File: src/rtl/regfile_pkg.sv
// regfile_pkg: shared widths, register-zero index and requester ids for the write-back arbiter
package regfile_pkg;
  localparam int DATA_W = 32;
  localparam int ADDR_W = 5;
  localparam int NUM_REGS = 32;
  localparam logic [ADDR_W-1:0] REG_ZERO = '0;
  typedef enum logic {REQ_ALU = 1'b0, REQ_MEM = 1'b1} req_t;
endpackage

File: src/rtl/regfile_wb_arbiter_if.sv
// regfile_wb_arbiter_if: producer requests, hazard check ports and register-file write port
interface regfile_wb_arbiter_if #(
  parameter int DATA_W = regfile_pkg::DATA_W,
  parameter int ADDR_W = regfile_pkg::ADDR_W
);
  logic              alu_valid, alu_ready;
  logic [ADDR_W-1:0] alu_reg;
  logic [DATA_W-1:0] alu_data;
  logic              mem_valid, mem_ready;
  logic [ADDR_W-1:0] mem_reg;
  logic [DATA_W-1:0] mem_data;
  logic              wb_stall;
  logic              issue_valid;
  logic [ADDR_W-1:0] issue_reg;
  logic [ADDR_W-1:0] chk_reg_a, chk_reg_b;
  logic              busy_a, busy_b;
  logic              reg_write_en;
  logic [ADDR_W-1:0] write_reg;
  logic [DATA_W-1:0] write_data;
  modport slave (
    input  alu_valid, alu_reg, alu_data, mem_valid, mem_reg, mem_data, wb_stall,
           issue_valid, issue_reg, chk_reg_a, chk_reg_b,
    output alu_ready, mem_ready, busy_a, busy_b, reg_write_en, write_reg, write_data
  );
  modport master (
    output alu_valid, alu_reg, alu_data, mem_valid, mem_reg, mem_data, wb_stall,
           issue_valid, issue_reg, chk_reg_a, chk_reg_b,
    input  alu_ready, mem_ready, busy_a, busy_b, reg_write_en, write_reg, write_data
  );
endinterface

File: src/rtl/regfile_scoreboard.sv
// regfile_scoreboard: pending-write bit per register; a same-cycle set beats the clear
module regfile_scoreboard #(
  parameter int ADDR_W = regfile_pkg::ADDR_W
) (
  input  logic              clk,
  input  logic              reset,
  input  logic              set_en,
  input  logic [ADDR_W-1:0] set_reg,
  input  logic              clr_en,
  input  logic [ADDR_W-1:0] clr_reg,
  input  logic [ADDR_W-1:0] chk_a,
  input  logic [ADDR_W-1:0] chk_b,
  output logic              busy_a,
  output logic              busy_b
);
  import regfile_pkg::*;
  localparam int REGS = 2 ** ADDR_W;
  logic [REGS-1:0] pending, set_mask, clr_mask;
  always_comb begin
    set_mask = (set_en && set_reg != REG_ZERO) ? REGS'(1) << set_reg : '0;
    clr_mask = clr_en ? REGS'(1) << clr_reg : '0;
    busy_a = pending[chk_a];
    busy_b = pending[chk_b];
  end
  always_ff @(posedge clk or negedge reset)
    if (!reset) pending <= '0;
    else pending <= (pending & ~clr_mask) | set_mask;
endmodule

File: src/rtl/regfile_wb_arbiter.sv
// regfile_wb_arbiter: round-robin grant of ALU/load write-backs onto the registered register-file write port
module regfile_wb_arbiter #(
  parameter int DATA_W = regfile_pkg::DATA_W,
  parameter int ADDR_W = regfile_pkg::ADDR_W
) (
  input logic                clk,
  input logic                reset,
  regfile_wb_arbiter_if.slave bus
);
  import regfile_pkg::*;
  req_t              last_grant;
  logic              alu_gnt, mem_gnt, xfer, wr_en;
  logic [ADDR_W-1:0] xreg;
  logic [DATA_W-1:0] xdata;
  // reset gates the grants so nothing is accepted while state is held cleared
  always_comb begin
    alu_gnt = reset && !bus.wb_stall && bus.alu_valid && (!bus.mem_valid || last_grant == REQ_MEM);
    mem_gnt = reset && !bus.wb_stall && bus.mem_valid && (!bus.alu_valid || last_grant == REQ_ALU);
    xfer = alu_gnt || mem_gnt;
    xreg = mem_gnt ? bus.mem_reg : bus.alu_reg;
    xdata = mem_gnt ? bus.mem_data : bus.alu_data;
    wr_en = xfer && xreg != REG_ZERO;
  end
  assign bus.alu_ready = alu_gnt;
  assign bus.mem_ready = mem_gnt;
  always_ff @(posedge clk or negedge reset)
    if (!reset) begin
      last_grant <= REQ_MEM;
      bus.reg_write_en <= 1'b0;
      bus.write_reg <= '0;
      bus.write_data <= '0;
    end else begin
      if (xfer) last_grant <= mem_gnt ? REQ_MEM : REQ_ALU;
      bus.reg_write_en <= wr_en;
      if (wr_en) begin
        bus.write_reg <= xreg;
        bus.write_data <= xdata;
      end
    end
  regfile_scoreboard #(.ADDR_W(ADDR_W)) u_sb (
    .clk,
    .reset,
    .set_en(bus.issue_valid),
    .set_reg(bus.issue_reg),
    .clr_en(xfer),
    .clr_reg(xreg),
    .chk_a(bus.chk_reg_a),
    .chk_b(bus.chk_reg_b),
    .busy_a(bus.busy_a),
    .busy_b(bus.busy_b)
  );
endmodule

File: src/flat_wrapper.sv
// flat-port wrapper written by rule: the top's interface ports become plain ports
module regfile_wb_arbiter_flat import regfile_pkg::*;
#(
  parameter int DATA_W = regfile_pkg::DATA_W,
  parameter int ADDR_W = regfile_pkg::ADDR_W
)
  (clk, reset, bus_alu_valid, bus_alu_reg, bus_alu_data, bus_mem_valid, bus_mem_reg, bus_mem_data, bus_wb_stall, bus_issue_valid, bus_issue_reg, bus_chk_reg_a, bus_chk_reg_b, bus_alu_ready, bus_mem_ready, bus_busy_a, bus_busy_b, bus_reg_write_en, bus_write_reg, bus_write_data);
  regfile_wb_arbiter_if #(.DATA_W(DATA_W), .ADDR_W(ADDR_W)) bus_i ();
  input logic clk;
  input logic reset;
  input wire logic [$bits(bus_i.alu_valid)-1:0] bus_alu_valid;
  input wire logic [$bits(bus_i.alu_reg)-1:0] bus_alu_reg;
  input wire logic [$bits(bus_i.alu_data)-1:0] bus_alu_data;
  input wire logic [$bits(bus_i.mem_valid)-1:0] bus_mem_valid;
  input wire logic [$bits(bus_i.mem_reg)-1:0] bus_mem_reg;
  input wire logic [$bits(bus_i.mem_data)-1:0] bus_mem_data;
  input wire logic [$bits(bus_i.wb_stall)-1:0] bus_wb_stall;
  input wire logic [$bits(bus_i.issue_valid)-1:0] bus_issue_valid;
  input wire logic [$bits(bus_i.issue_reg)-1:0] bus_issue_reg;
  input wire logic [$bits(bus_i.chk_reg_a)-1:0] bus_chk_reg_a;
  input wire logic [$bits(bus_i.chk_reg_b)-1:0] bus_chk_reg_b;
  output wire logic [$bits(bus_i.alu_ready)-1:0] bus_alu_ready;
  output wire logic [$bits(bus_i.mem_ready)-1:0] bus_mem_ready;
  output wire logic [$bits(bus_i.busy_a)-1:0] bus_busy_a;
  output wire logic [$bits(bus_i.busy_b)-1:0] bus_busy_b;
  output wire logic [$bits(bus_i.reg_write_en)-1:0] bus_reg_write_en;
  output wire logic [$bits(bus_i.write_reg)-1:0] bus_write_reg;
  output wire logic [$bits(bus_i.write_data)-1:0] bus_write_data;
  assign bus_i.alu_valid = bus_alu_valid;
  assign bus_i.alu_reg = bus_alu_reg;
  assign bus_i.alu_data = bus_alu_data;
  assign bus_i.mem_valid = bus_mem_valid;
  assign bus_i.mem_reg = bus_mem_reg;
  assign bus_i.mem_data = bus_mem_data;
  assign bus_i.wb_stall = bus_wb_stall;
  assign bus_i.issue_valid = bus_issue_valid;
  assign bus_i.issue_reg = bus_issue_reg;
  assign bus_i.chk_reg_a = bus_chk_reg_a;
  assign bus_i.chk_reg_b = bus_chk_reg_b;
  assign bus_alu_ready = bus_i.alu_ready;
  assign bus_mem_ready = bus_i.mem_ready;
  assign bus_busy_a = bus_i.busy_a;
  assign bus_busy_b = bus_i.busy_b;
  assign bus_reg_write_en = bus_i.reg_write_en;
  assign bus_write_reg = bus_i.write_reg;
  assign bus_write_data = bus_i.write_data;
  regfile_wb_arbiter #(.DATA_W(DATA_W), .ADDR_W(ADDR_W)) u_core (.clk(clk), .reset(reset), .bus(bus_i));
endmodule
File: config.mk
export PLATFORM = sky130hd
export DESIGN_NAME = regfile_wb_arbiter_flat
export DESIGN_NICKNAME = d
export VERILOG_FILES = /design/src/rtl/regfile_pkg.sv /design/src/rtl/regfile_wb_arbiter_if.sv /design/src/rtl/regfile_scoreboard.sv /design/src/rtl/regfile_wb_arbiter.sv /design/src/flat_wrapper.sv
export SDC_FILE = /design/constraint.sdc
export NUM_CORES = 1
export LEC_CHECK = 0
export CORE_MARGIN = 2
export CORE_UTILIZATION = 30
export CTS_BUF_LIST = sky130_fd_sc_hd__clkbuf_8
export CTS_CLUSTER_DIAMETER = 50
export CTS_CLUSTER_SIZE = 20
export DETAILED_ROUTE_END_ITERATION = 16
export REMOVE_ABC_BUFFERS = 1
export SLEW_MARGIN = 20
export SYNTH_ARGS = -nofsm -noshare
export SYNTH_HDL_FRONTEND = slang
export SYNTH_HIERARCHICAL = 1
export SYNTH_SLANG_ARGS = --single-unit
File: constraint.sdc
create_clock -name clk -period 6.1 [get_ports clk]
set_input_delay 1.525 -clock clk [delete_from_list [all_inputs] [get_ports clk]]
set_output_delay 1.525 -clock clk [all_outputs]
set_load 0.02 [all_outputs]
met1.png
The bar under the picture is 50 um long.
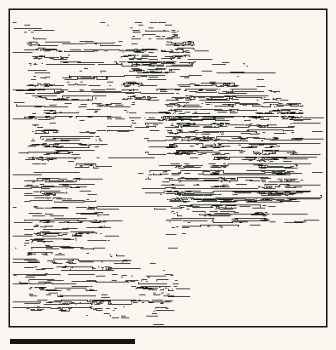
The layer holds 44% of the routed length. The wires run mostly horizontal. 596 nets have wire on it.
Total Wirelength: 13700 um
routed vias: 4103
met1 Use GR: 22.1%

met2.png
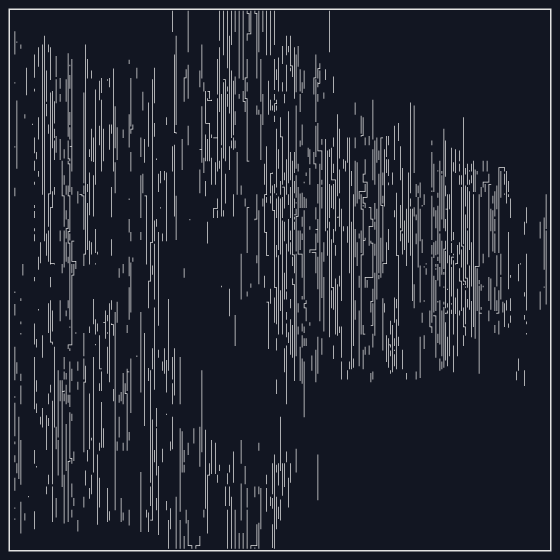
The longest straight run is 49.0 um. The wires run mostly vertical.
grt met2 use: 26.8%

==> deck_impl_summary.md <==
Flow Results at a Glance

Floorplanning
  – Row cnt: 44
  – Pre-Place Util: 30.7%

Timing
  – Skew final: 9.41 ps
  – Final worst slack: 608 ps
  – Final hold violation count: 0
  – Clock period minus worst slack: 5490 ps

Setup path
  – Critical Path Most Common Cell: clkdlybuf4s50_1
  – Critical Path Start Type: input port
  – Critical Path, Cell by Cell: clkdlybuf4s50_1 -> buf_4 -> mux2i_1 -> a22oi_1 -> a311o_1 -> clkdlybuf4s50_1

Yosys
  – Post-synth regs: 71
  – Area contributors post-synth: dfrtp_1 39%, mux2i_1 14%, a221oi_2 9.7%, o21ai_0 6.5%, inv_1 3.3%
  – Synth cell count leaders: 70 x dfrtp_1, 64 x mux2i_1, 58 x o21ai_0
  – Adders+Majority by Area: 0%
  – Post-synth top area cell: dfrtp_1
  – Sequential-to-total area share from yosys stat: 39.6%
  – Yosys warning total: 6

Global routing
  – First-pass GRT wire length: 22000 um
  – Global route overflow: 0
  – Initial antenna violation count: 0

Final layout
  – Diodes inserted: 0
  – NumNets Final: 678
  – Layout area overhead: 37.0%
  – Final core occ: 42.1%

Status
  – Status: finished, final reports clean

Clocking
  – Clk buf depth: 2
  – H-tree Lvls: 3
  – Number of hold buffers added after CTS: 0
  – # clock sinks: 71

Route
  – DRT Pass-1 Iters: 5
  – Via density: 5.31

Run
  – Tool warnings: 25

Power and ir drop
  – P_leak: 2.49 nW

Placed design
  – Pre-CTS setup slack: 648 ps
  – Placed cells: 756
met3.png
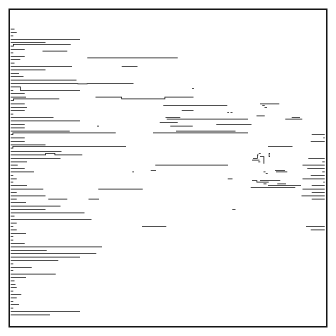
The wires run mostly horizontal. 137 nets have wire on it.
met3 GRT Util: 7.18%

final_congestion.png
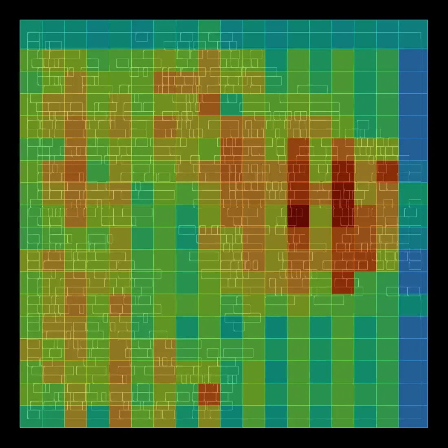
all-layer global routing usage: 17.2%
global routing's busiest layer: met2

-- layout make-up --
cell class / instances / area share (%)
Tap cell: 184 / 3.75
Sequential cell: 71 / 28.9
Timing Repair Buffer: 141 / 22.7
Inverter: 40 / 2.44
Clock buffer: 12 / 2.69
Multi-Input combinational cell: 320 / 38.3
Clock inverter: 4 / 1.24
-- report_power, final --
| group | switching, mW | internal [mW] | total (mW) |
|---|---|---|---|
| registers | 0.105 | 0.577 | 0.682 |
| logic | 0.267 | 0.272 | 0.539 |
| clock network | 0.184 | 0.265 | 0.448 |
| total | 0.555 | 1.11 | 1.67 |
-- critical path, delay by kind of cell --
| family | cells | cell delay [ps] |
|---|---|---|
| buf+inv | 3 | 1770 |
| mux | 1 | 230 |
| compound gates | 2 | 440 |
-- path summary, 6_finish.rpt --
path                                                     start                                   end  slack, ps  depth (start not counted)
setup / recovery                              bus_chk_reg_b[1]                            bus_busy_b        610                          6
hold / removal             u_core/bus.write_reg[1]$_DFFE_PN0P_   u_core/bus.write_reg[1]$_DFFE_PN0P_        520                          1
setup reg to reg                 u_core/last_grant$_DFFE_PN1P_      u_core/u_sb/pending[9]$_DFF_PN0_       3400                          9
hold reg to reg            u_core/bus.write_reg[1]$_DFFE_PN0P_   u_core/bus.write_reg[1]$_DFFE_PN0P_        520                          1
max in group asynchronous                                reset  u_core/bus.write_data[8]$_DFFE_PN0P_       4030                          2
min in group asynchronous                                reset   u_core/bus.write_reg[1]$_DFFE_PN0P_        970                          1
-- per-layer routing --
| metal | global-route usage (%) | share of wire, % | up-vias |
|---|---|---|---|
| li1 | - | - | 1916 |
| met1 | 22.1 | 44 | 1979 |
| met2 | 26.8 | 44 | 184 |
| met3 | 7.18 | 11 | 24 |
| met4 | 4.59 | 1.6 | 0 |
| met5 | 0 | 0 | - |
Power and IR drop assume default switching activity.
